Figure 1. Routed metal, one color a layer (run 1).
Scale: 8 px per um. Only two layers are drawn.
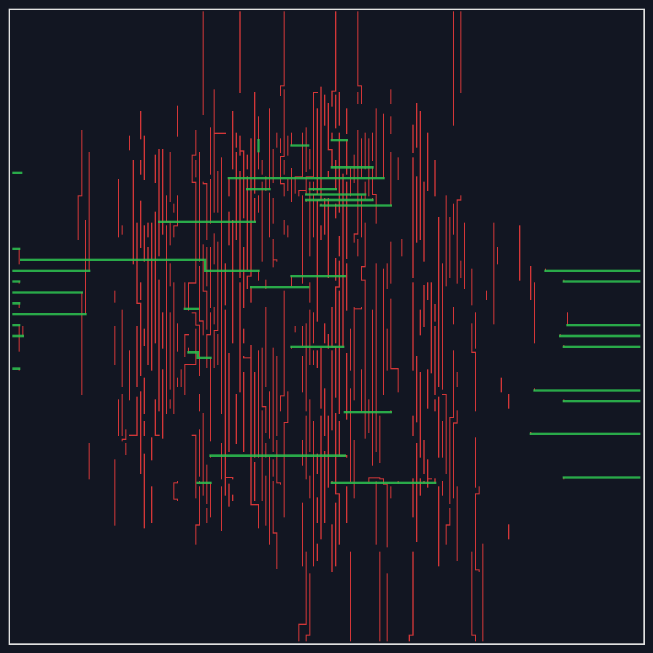
Figure 2. Power grid (run 1).
Scale: 6 px per um. Pins as bars on the die edge.
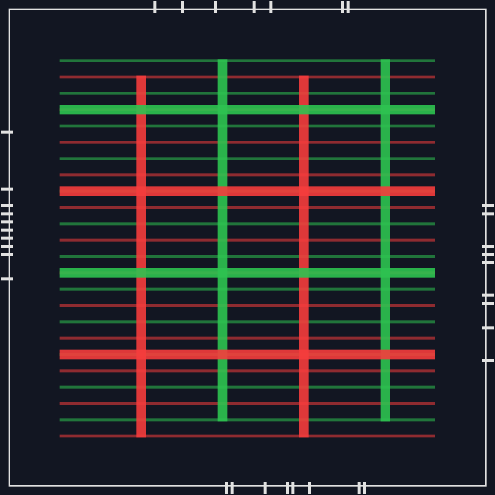
Figure 3. Clock wires, drivers and flops (run 1).
Scale: 8 px per um.
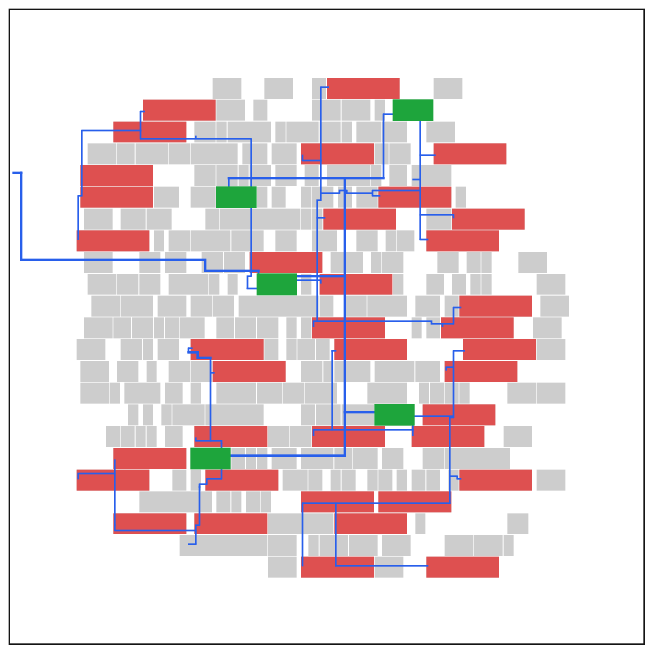
Figure 4. Congestion heat map (run 1).
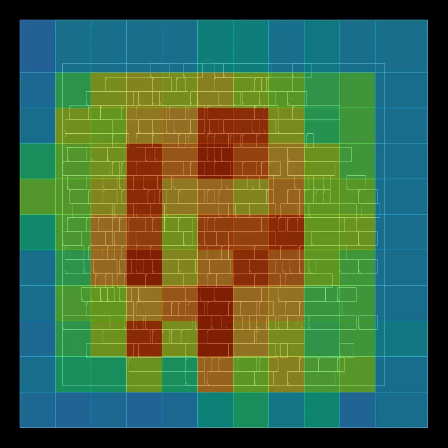
==> config.mk <==
export PLATFORM = sky130hd
export DESIGN_NAME = midi_decoder
export DESIGN_NICKNAME = d
export VERILOG_FILES = /design/src/rtl/midi_pkg.sv /design/src/rtl/midi_decoder.sv
export SDC_FILE = /design/constraint.sdc
export NUM_CORES = 1
export LEC_CHECK = 0
export CAP_MARGIN = 15
export CORE_MARGIN = 8
export CORE_UTILIZATION = 47
export CTS_CLUSTER_DIAMETER = 100
export DETAILED_ROUTE_END_ITERATION = 16
export PLACE_DENSITY = 0.85
export SLEW_MARGIN = 20
export SYNTH_ARGS = -nofsm -noshare
export SYNTH_HDL_FRONTEND = slang
export SYNTH_SLANG_ARGS = --single-unit
==> constraint.sdc <==
create_clock -name i_clk -period 2.3 [get_ports i_clk]
set_clock_uncertainty 0.15 [all_clocks]
set_input_delay 0.46 -clock i_clk [delete_from_list [all_inputs] [get_ports i_clk]]
set_output_delay 0.46 -clock i_clk [all_outputs]
set_load 0.01 [all_outputs]
==> src/rtl/midi_pkg.sv <==
// Shared MIDI constants, decoder state encoding and the data-byte-count helper.
package midi_pkg;

  localparam logic [3:0] NOTE_OFF = 4'h8;
  localparam logic [3:0] NOTE_ON  = 4'h9;
  localparam logic [3:0] POLY_AT  = 4'hA;
  localparam logic [3:0] CTRL     = 4'hB;
  localparam logic [3:0] PROG     = 4'hC;
  localparam logic [3:0] CHAN_AT  = 4'hD;
  localparam logic [3:0] PITCH    = 4'hE;

  localparam logic [6:0] ALL_SOUND_OFF = 7'd120;
  localparam logic [6:0] ALL_NOTES_OFF = 7'd123;

  typedef enum logic [1:0] {
    IDLE    = 2'd0,
    WAIT_D1 = 2'd1,
    WAIT_D2 = 2'd2
  } state_t;

  function automatic logic [1:0] data_bytes(input logic [3:0] typ);
    return (typ == PROG || typ == CHAN_AT) ? 2'd1 : 2'd2;
  endfunction

endpackage

==> src/rtl/midi_decoder.sv <==
// MIDI byte-stream parser: running status, channel filter, monophonic
// last-note-priority note/velocity/program registers for the oscillator stage.
module midi_decoder
  import midi_pkg::*;
#(
  parameter int CHANNEL = 0
) (
  input  logic       i_clk,
  input  logic       i_rst,
  input  logic [7:0] i_rx_data,
  input  logic       i_rx_valid,
  output logic [6:0] o_note_num,
  output logic [6:0] o_note_vel,
  output logic [6:0] o_program,
  output logic       o_gate,
  output logic       o_note_stb
);

  state_t     r_state, w_state_nx;
  logic [3:0] r_type, w_type_nx;
  logic       r_match, w_match_nx;
  logic [6:0] r_d1, w_d1_nx;
  logic [6:0] r_note_num, w_num_nx;
  logic [6:0] r_note_vel, w_vel_nx;
  logic [6:0] r_program, w_prog_nx;
  logic       r_gate, w_gate_nx;
  logic       r_note_stb, w_stb_nx;
  logic       w_exec;
  logic [6:0] w_e_d1, w_e_d2;
  logic [3:0] w_chan;

  assign w_chan = CHANNEL[3:0];
  // D1 comes straight off the bus for 1-byte messages, from the latch otherwise
  assign w_e_d1 = (r_state == WAIT_D1) ? i_rx_data[6:0] : r_d1;
  assign w_e_d2 = i_rx_data[6:0];

  always_comb begin
    w_state_nx = r_state;
    w_type_nx  = r_type;
    w_match_nx = r_match;
    w_d1_nx    = r_d1;
    w_exec     = 1'b0;
    if (i_rx_valid) begin
      if (i_rx_data[7]) begin
        if (i_rx_data[7:4] != 4'hF) begin
          w_type_nx  = i_rx_data[7:4];
          w_match_nx = (i_rx_data[3:0] == w_chan);
          w_state_nx = WAIT_D1;
        end else if (!i_rx_data[3]) begin
          w_state_nx = IDLE;
        end
        // 0xF8-0xFF realtime: no effect at all
      end else begin
        case (r_state)
          WAIT_D1: begin
            w_d1_nx = i_rx_data[6:0];
            if (data_bytes(r_type) == 2'd1) w_exec = 1'b1;
            else                            w_state_nx = WAIT_D2;
          end
          WAIT_D2: begin
            w_exec     = 1'b1;
            w_state_nx = WAIT_D1;
          end
          default: ;
        endcase
      end
    end
  end

  always_comb begin
    w_num_nx  = r_note_num;
    w_vel_nx  = r_note_vel;
    w_prog_nx = r_program;
    w_gate_nx = r_gate;
    w_stb_nx  = 1'b0;
    if (w_exec && r_match) begin
      case (r_type)
        NOTE_ON, NOTE_OFF: begin
          if (r_type == NOTE_ON && w_e_d2 != 7'd0) begin
            w_num_nx  = w_e_d1;
            w_vel_nx  = w_e_d2;
            w_gate_nx = 1'b1;
            w_stb_nx  = 1'b1;
          end else if (r_gate && w_e_d1 == r_note_num) begin
            w_gate_nx = 1'b0;
            w_vel_nx  = 7'd0;
          end
        end
        PROG: w_prog_nx = w_e_d1;
        CTRL: begin
          if (w_e_d1 == ALL_SOUND_OFF || w_e_d1 == ALL_NOTES_OFF) begin
            w_gate_nx = 1'b0;
            w_vel_nx  = 7'd0;
          end
        end
        default: ;
      endcase
    end
  end

  always_ff @(posedge i_clk or posedge i_rst) begin
    if (i_rst) begin
      r_state    <= IDLE;
      r_type     <= 4'd0;
      r_match    <= 1'b0;
      r_d1       <= 7'd0;
      r_note_num <= 7'd0;
      r_note_vel <= 7'd0;
      r_program  <= 7'd0;
      r_gate     <= 1'b0;
      r_note_stb <= 1'b0;
    end else begin
      r_state    <= w_state_nx;
      r_type     <= w_type_nx;
      r_match    <= w_match_nx;
      r_d1       <= w_d1_nx;
      r_note_num <= w_num_nx;
      r_note_vel <= w_vel_nx;
      r_program  <= w_prog_nx;
      r_gate     <= w_gate_nx;
      r_note_stb <= w_stb_nx;
    end
  end

  assign o_note_num = r_note_num;
  assign o_note_vel = r_note_vel;
  assign o_program  = r_program;
  assign o_gate     = r_gate;
  assign o_note_stb = r_note_stb;

endmodule

==> results.cfg, run 1 <==
; flow metrics
[power_and_ir_drop]
switching_share_pct = 33.2
comb_power_share_pct = 38.9
seq_power_share_pct = 35.8
power_density_nw_per_um2 = 879
pwr.group.combinational_mw = 0.919
power_leader = combinational cells
seq_power_mw = 0.847
p_leak_nw = 1.14
p_switching_mw = 0.784
p_int_mw = 1.58
clock_power_mw = 0.597

[timing]
finalSetupViolations = 0
slew_viol_final = 0
period_used_pct = 99.2
grt_setup_unrepaired = true
fmaxAchievable_mhz = 438
period_needed_ps = 2280
tightest_slew_ps = 465

[clock_tree]
clock-sinks = 37
clk_latency_ps = 300
cts_root_buf = clkbuf_8
cts_buffers = 5
cts_setup_buffers = 0
cts_tree = yes
h-tree-depth = 2
hold_buffers = 0
path_clk_slew_ps = 80

[yosys]
synth_top_cell_by_area = dfrtp_1
enable_flop_cells = 0
yosys-stat-cells = 185
syn-num-nets = 198
topCellsByArea = dfrtp_1 49%, nand2_1 6.2%, o21ai_0 3.7%
ys_seq_share_pct = 49.4
ys_types = 39
async_flop_share_pct = 100
synthCells = 185
synth.avg_cell_area_um2 = 10.1
synthDominantCellAreaShare_pct = 49.4
synth_chip_area_um2 = 1880

[drt]
drt_iter0_markers = 109
routed_wl_mm = 4.81
antenna_left = 0
avgViaCountPerCell = 5.49
dr.pass1.iters = 4

[global_routing]
antenna_found_initial = 0
grt_pass1_wl_mm = 7.63

[layout]
final_nets = 262
syn_to_final_growth_pct = 43.3
instances_no_fill = 300

[setup_path]
worstPathMaxFanout = 8
crit_arrival_ps = 2300
crit_end = o_note_vel[6]
slowest_delay_ps = 530
r2r_setup_slack_ps = 20
path_cells = inv_1 -> ha_4 -> mux2i_2 -> or4b_4 -> a2111oi_4 -> buf_6 -> a2bb2oi_1 -> o211ai_1
cp-start-kind = flop
slowest_stage = or4b_4
r2r-end = o_note_vel[6]
path_delay_family = simple AND/OR/NAND/NOR gates

[outcome]
status = finished, final reports clean

[placement]
gp_congestion = 0.883
place.port_buffers = 33
dp_cells = 292

[die]
dieWidth_um = 79.2
pin_count = 34
fp_util_pct = 47.9
core.rowCount = 23

[run]
maxCapViolations = 0

[hold_path]
whs_endpoint = o_program[2]
Notes on Figure 1 above:
red -> met2  # wire length 2440 um
green -> met3  # wire length 293 um

Notes on Figure 2 above:
green -> VDD
red -> VSS
rows = 23
met4 straps = 4
signal pins = 34

Notes on Figure 3 above:
green -> cells driving clock nets  # count 5
red -> flip-flops  # count 37
blue -> clock wires  # length 472 um
routed clock nets = 6

Notes on Figure 4 above:
Avg WL per Cell: 16.0 um
GRT Max-Usage Layer: met2
GR Util All Layers: 15.3%
final core occ: 68.7%
met1 Track Usage GR: 18.2%

[run 1: registers in the layout, indices dropped and copies added, names as in the netlist]
| name | count |
|---|---|
| o_note_stb | 1 |
| r_match | 1 |
| r_state | 2 |
| o_gate | 1 |
| r_d1 | 7 |
| r_type | 4 |
| o_note_num | 7 |
| o_note_vel | 7 |
| o_program | 7 |
[run 1: metal layers]
layer,wire [um],vias up
li1,-,793
met1,1990,789
met2,2440,56
met3,292,10
met4,85,0
met5,0,-
[run 1: through the flow]
stage | instance area, um2 | total power, mW | setup WS [ps]
2_1_floorplan | 1880 | 1.31 | 2.74
3_3_place_gp | 2470 | 1.59 | -200
3_5_place_dp | 2470 | 1.63 | -267
4_1_cts | 2600 | 2.24 | 2.59
5_1_grt | 2690 | 2.47 | -68.5
6_report | 2690 | 2.36 | 18.7
[run 1: final cells by class]
class                      count  area, um2
inverter                       5       18.8
clock buffer                   6       82.6
tap                           50       62.6
sequential                    37        926
fill                         316       1230
timing repair buffer          63        583
multi-input combinational    137        977
clock inverter                 2       37.5
[run 1: cells by family (layout without fill, tap and decap cells)]
group / after synthesis / count (layout) / share of synthesized area, %
buf+inv: 11 / 76 / 2.80
simple gates: 71 / 71 / 18.5
mux: 11 / 11 / 6.34
fa+ha+maj: 2 / 2 / 1.33
flops: 37 / 37 / 49.4
xor+xnor: 8 / 8 / 3.74
compound gates: 45 / 45 / 17.9
[run 1: layout by cell type, fill, tap and decap left out, types with 4 or more instances in the layout]
cell,n
nand3_1,8
clkbuf_8,6
nor2_1,14
xor2_1,8
o21ai_0,14
a21oi_1,7
a2bb2oi_1,5
dfrtp_1,37
inv_1,5
mux2_2,4
clkdlybuf4s50_1,33
buf_4,25
mux2i_2,5
buf_6,4
o211ai_1,8
nand2_1,31
==> run 2: changes to the inputs <==
- ABC_AREA: unset -> 1
- PLACE_DENSITY: 0.85 -> 0.84
==> run 2 against run 1 <==
Sequential share of layout area rose by 2.3 points. Combinational power rose by about 10%. Cell count rose by 19%. Global-route usage fell by 0.66 points. Utilization fell by 5.6 points. Critical path depth rose by 6. Non-clock buffer count fell by 16. Hold slack got worse by 3.8 ps. Highest routed layer unchanged.
==> results.cfg, run 2 <==
; flow metrics
[outcome]
status = finished, final reports clean

[setup_path]
cp-start-kind = flop
worstPathMaxFanout = 11
slowest_delay_ps = 380
path_cells = inv_1 -> ha_2 -> buf_12 -> nand2_1 -> nand2_1 -> nand2_1 -> nand2_1 -> nand2_1 -> nor2_1 -> nand2_1 -> nand2_2 -> nand2_4 -> nand2_1 -> nand2_1
path_delay_family = simple AND/OR/NAND/NOR gates
crit_path_frequent_cell = nand2_1
crit_type = reg -> reg
crit_arrival_ps = 2170
r2r_setup_slack_ps = 160
slowest_stage = dfrtp_1
r2r-start = r_state[1]
crit_start = r_state[1]

[clock_tree]
cts_tree = yes
hold_buffers = 0
clk_latency_ps = 290
path_clk_slew_ps = 70
clock-sinks = 37
h-tree-depth = 2
cts_root_buf = clkbuf_8
cts_buffers = 5
max-clock-path-buffers = 2

[layout]
instances_no_fill = 358
lay_top_count = nand2_1
fillCellCount = 360
final_nets = 321
diodes = 0
syn_to_final_growth_pct = 29.6
final_cell_area_um2 = 2520
final_layout_top_logic_cells = 92 x nand2_1, 37 x dfrtp_1, 35 x inv_1, 33 x clkdlybuf4s50_1, 23 x nor2_1

[timing]
fmaxAchievable_mhz = 468
period_used_pct = 93.0
tightest_slew_ps = 470
slew_viol_final = 0
finalSetupViolations = 0
period_needed_ps = 2140
grt_setup_unrepaired = false

[yosys]
synthCells = 259
ys_types = 26
synth_chip_area_um2 = 1950
enable_flop_cells = 0
ys_ff = 37
synthTopCellsByCount = 92 x nand2_1, 37 x dfrtp_1, 35 x inv_1
synth_top_cell_by_area = dfrtp_1
ys_seq_share_pct = 47.6
topCellsByArea = dfrtp_1 48%, nand2_1 18%, inv_1 6.7%
synth.avg_cell_area_um2 = 7.52
async_flop_share_pct = 100
yosys-stat-cells = 259
syn-num-nets = 272
synthDominantCellAreaShare_pct = 47.6

[drt]
dr.pass1.iters = 4
wl_per_cell_um = 12.9
antenna_left = 0
vias = 1782
routed_wl_mm = 4.64
avgViaCountPerCell = 4.98
drt_iter0_markers = 110

[run]
maxCapViolations = 0
tool_warnings = 27

[power_and_ir_drop]
power_density_nw_per_um2 = 958
total_power_mw = 2.42
p_leak_nw = 1.28
ir_worst_vdd_v = 0.000605

[placement]
place.port_buffers = 33
gp_congestion = 0.890
dpl.hpwl_mm = 3.53
dp_cells = 349
place_area_um2 = 2420

[die]
core.rowCount = 23
pin_count = 34
dieWidth_um = 80.4
die_height_um = 80.4
die-area_um2 = 6460

[global_routing]
antenna_found_initial = 0
grt_pass1_wl_mm = 7.36
grt_usage_pct = 14.6
gr-total-overflow = 0
[run 2: kinds of logic after synthesis]
kind of cell / after synthesis / share of synthesized area, %
buffers and inverters: 41 / 8.93
AOI/OAI and AO/OA: 27 / 8.36
DFF: 37 / 47.6
muxes: 2 / 1.16
adders and majority gates: 2 / 1.29
and+or+nand+nor: 150 / 32.7
[run 2: repair_timing]
item | in CTS | in global routing
resized | 0 | 2
setup buffers | 0 | 2
setup endpoints to repair | 0 | 8
[run 2: layout make-up]
cell class                      count  area (um2)  area share (%)
Tap cell                           50        62.6            2.48
Sequential cell                    37         926            36.7
Clock buffer                        7        86.3            3.42
Inverter                           36         138            5.46
Timing Repair Buffer               47         460            18.3
Multi-Input combinational cell    181         850            33.7
[run 2: per-layer routing]
metal,vias up,part of all wire [%],track usage (%)
li1,898,-,-
met1,836,43,16.7
met3,9,5.7,4.69
met2,39,49,24.1
met5,-,0,0
met4,0,1.9,7.09
[run 2: per-stage QoR]
step,TNS (ps),hold slack (ps),setup WS [ps]
2_1_floorplan,0,303,392
6_report,0,332,162
3_5_place_dp,-47.8,315,-18.8
3_3_place_gp,0,308,37.4
4_1_cts,0,332,139
5_1_grt,0,338,18.0
[run 2: final timing paths]
| kind | endpoint | cells after the start |
|---|---|---|
| max in group asynchronous | o_note_stb | 3 |
| setup / recovery | o_note_vel[4] | 14 |
| setup reg to reg | o_note_vel[4] | 14 |
| min in group asynchronous | o_note_vel[0] | 3 |
| hold / removal | o_note_vel[0] | 2 |
| hold reg to reg | o_note_vel[0] | 2 |
[run 2: power by group]
part / internal, mW / switching (mW)
Clock: 0.237 / 0.213
Combinational: 0.451 / 0.604
Sequential: 0.804 / 0.108
Total: 1.49 / 0.924
[run 2: worst min-delay path, cell delays in order, from the launching register on]
cell	delay [ps]
dfrtp_1	350
nand2_1	60
nand2_1	50
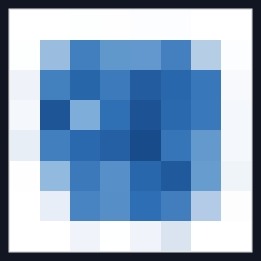
Figure 5: run 2, cell density map.
Scale: 3 px per um. The die is cut into 8 by 8 equal tiles; white is low, dark blue is high, 0 to 100% covered.
tiles over 75% full = 19%
mean over tiles = 38%
emptiest ninth of the die = lower left
fullest tile = 89%
final core occ: 63.1%
Starting Density: 48.7%
core box area: 4000 um2

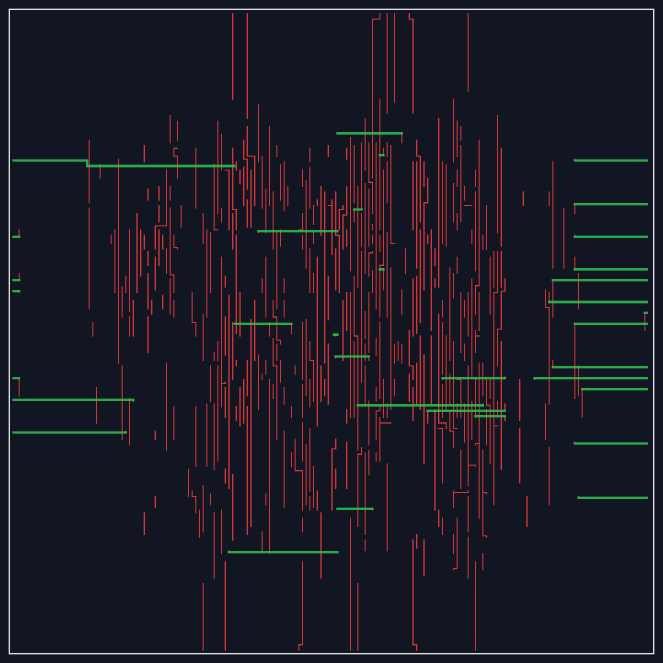
Figure 6: run 2, routed metal, one color a layer.
Scale: 8 px per um. Only two layers are drawn.
green -> met3  # wire length 266 um
red -> met2  # wire length 2270 um

==> run 3: changes to the inputs <==
- CORE_UTILIZATION: 47 -> 52
- PLACE_DENSITY: 0.84 -> 0.88
- clock period: 2.3 -> 2 ns (I/O delays scaled with it)
==> run 3 against run 2 <==
The flow now finishes with violations (setup timing). Global-route usage grew 2.4 points. Synthesized cell count unchanged. Final area grew 11%. Combinational power up 57%. Sequential power is about 20% higher. Cell count grew 5.6%. Via count rose by 10%. First-iteration DRC count fell by 1.8%. Utilization up 14 points. Sequential cell count unchanged. Non-clock buffer count rose by 21. Critical path type unchanged. Largest cell class is now combinational gates.
==> results.cfg, run 3 <==
; flow metrics
[yosys]
ys_ff = 37
syn-num-nets = 272
ys_sh_aoi_pct = 8.35
simple_gate_share_pct = 32.7
enable_flop_cells = 0
ys_seq_share_pct = 47.6

[drt]
drt_iter0_markers = 108
routed_wl_mm = 5.32
avgViaCountPerCell = 5.19

[die]
core_area_um2 = 3630
fp_util_pct = 53.6
pin_count = 34

[timing]
fin_ws_ps = -41.0
tightest_slew_ps = 462
grt_setup_unrepaired = true
finalSetupViolations = 8
fmaxAchievable_mhz = 490
slew_viol_final = 0
period_needed_ps = 2040

[clock_tree]
clk_latency_ps = 300
cts_tree = yes
max-clock-path-buffers = 2
cts_buffers = 5

[setup_path]
r2r_setup_slack_ps = -40
cp.depth = 14
crit_start = r_state[1]
crit_type = reg -> reg
r2r-end = o_note_vel[0]
crit_path_frequent_cell = nand2_1
slowest_delay_ps = 400
r2r-start = r_state[1]
slowest_stage = dfrtp_1

[power_and_ir_drop]
power_density_nw_per_um2 = 1150
total_power_mw = 3.25

[layout]
final_layout_top_logic_cells = 74 x nand2_1, 37 x dfrtp_1, 34 x inv_1, 32 x clkdlybuf4s50_1, 29 x buf_4
diodes = 0
lay_top_count = nand2_1
syn_to_final_growth_pct = 44.4

[outcome]
status = complete, but fails checks
violations = setup timing

[placement]
dpl.hpwl_mm = 3.70
place.port_buffers = 33

[run]
tool_warnings = 29
run 3: cell counts after synthesis:
No cell type changed its count.
run 3: worst min path at each step:
stage,cells past startpoint,to,slack [ps],startpoint
2_1_floorplan,2,r_d1[4],300,r_d1[4]
3_3_place_gp,2,o_note_vel[0],300,o_note_vel[0]
3_5_place_dp,2,o_note_vel[5],310,o_note_vel[5]
4_1_cts,2,o_note_vel[5],330,o_note_vel[5]
5_1_grt,1,o_program[4],360,o_program[4]
6_report,2,o_note_vel[0],340,o_note_vel[0]
run 3: through the flow:
stage	std cells	setup WS (ps)	TNS, ps	hold WS (ps)	area, um2
floorplan	259	91.6	0	303	1950
global placement	367	-143	-2150	304	2550
detailed placement	367	-192	-3370	313	2550
CTS	376	-0.810	-0.810	330	2690
global route	378	-159	-1710	365	2810
finish	378	-41.0	-247	338	2810
run 3: layer usage:
layer  up-vias  track usage [%]  wire [um]
met1       920             19.4       2220
met4         0             7.55        125
met5         -                0          0
li1        949                -          -
met3        14             5.48        305
met2        77             28.5       2670
run 3: area by class of cell:
cell class                 count  area, um2
multi-input combinational    182        965
sequential                    37        926
fill                         243        822
timing repair buffer          68        631
inverter                      36        140
clock buffer                   6       82.6
tap                           48       60.1
clock inverter                 1       7.51
run 3: power breakdown:
part           total [mW]  leakage, nW  switching (mW)  internal (mW)
registers            1.06        0.466           0.138          0.924
logic                1.65        0.917           0.888          0.758
clock network       0.537       0.0433           0.265          0.272
run 3: repair_timing:
item	4_1_cts	5_1_grt
pin swaps	5	15
gates cloned	1	0
endpoints found under the setup margin	8	19
hold buffers	0	0
resized	9	33
buffers inserted	1	2
run 3: kinds of logic (layout without fill, tap and decap cells):
group,Yosys count,in the layout
AOI/OAI and AO/OA,27,27
adders and majority gates,2,2
buffers and inverters,41,111
DFF,37,37
muxes,2,2
and+or+nand+nor,150,151
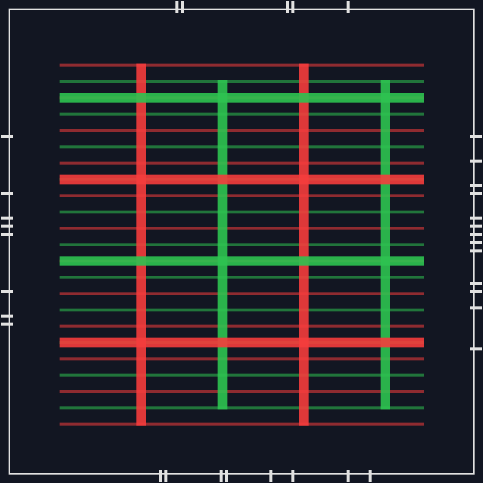
Figure 7: run 3, power grid.
Scale: 6 px per um. Pins as bars on the die edge.
Die Y: 77.2 um
Peak VDD IR: 0.000738 V
Die X: 77.2 um

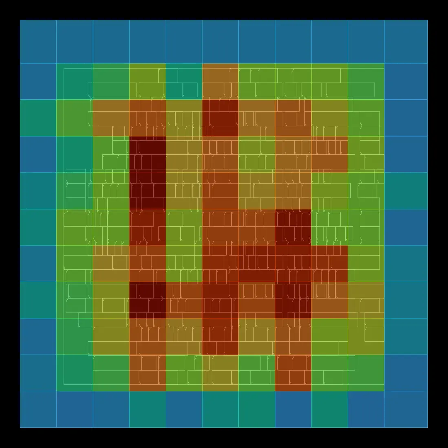
Figure 8: run 3, congestion heat map.
final core occ: 77.4%
GR Util All Layers: 17.1%
met2 Usage GRT: 28.5%
Avg WL per Cell: 14.1 um
met1 Track Usage GR: 19.4%

Power is estimated from default activity; no workload was simulated.
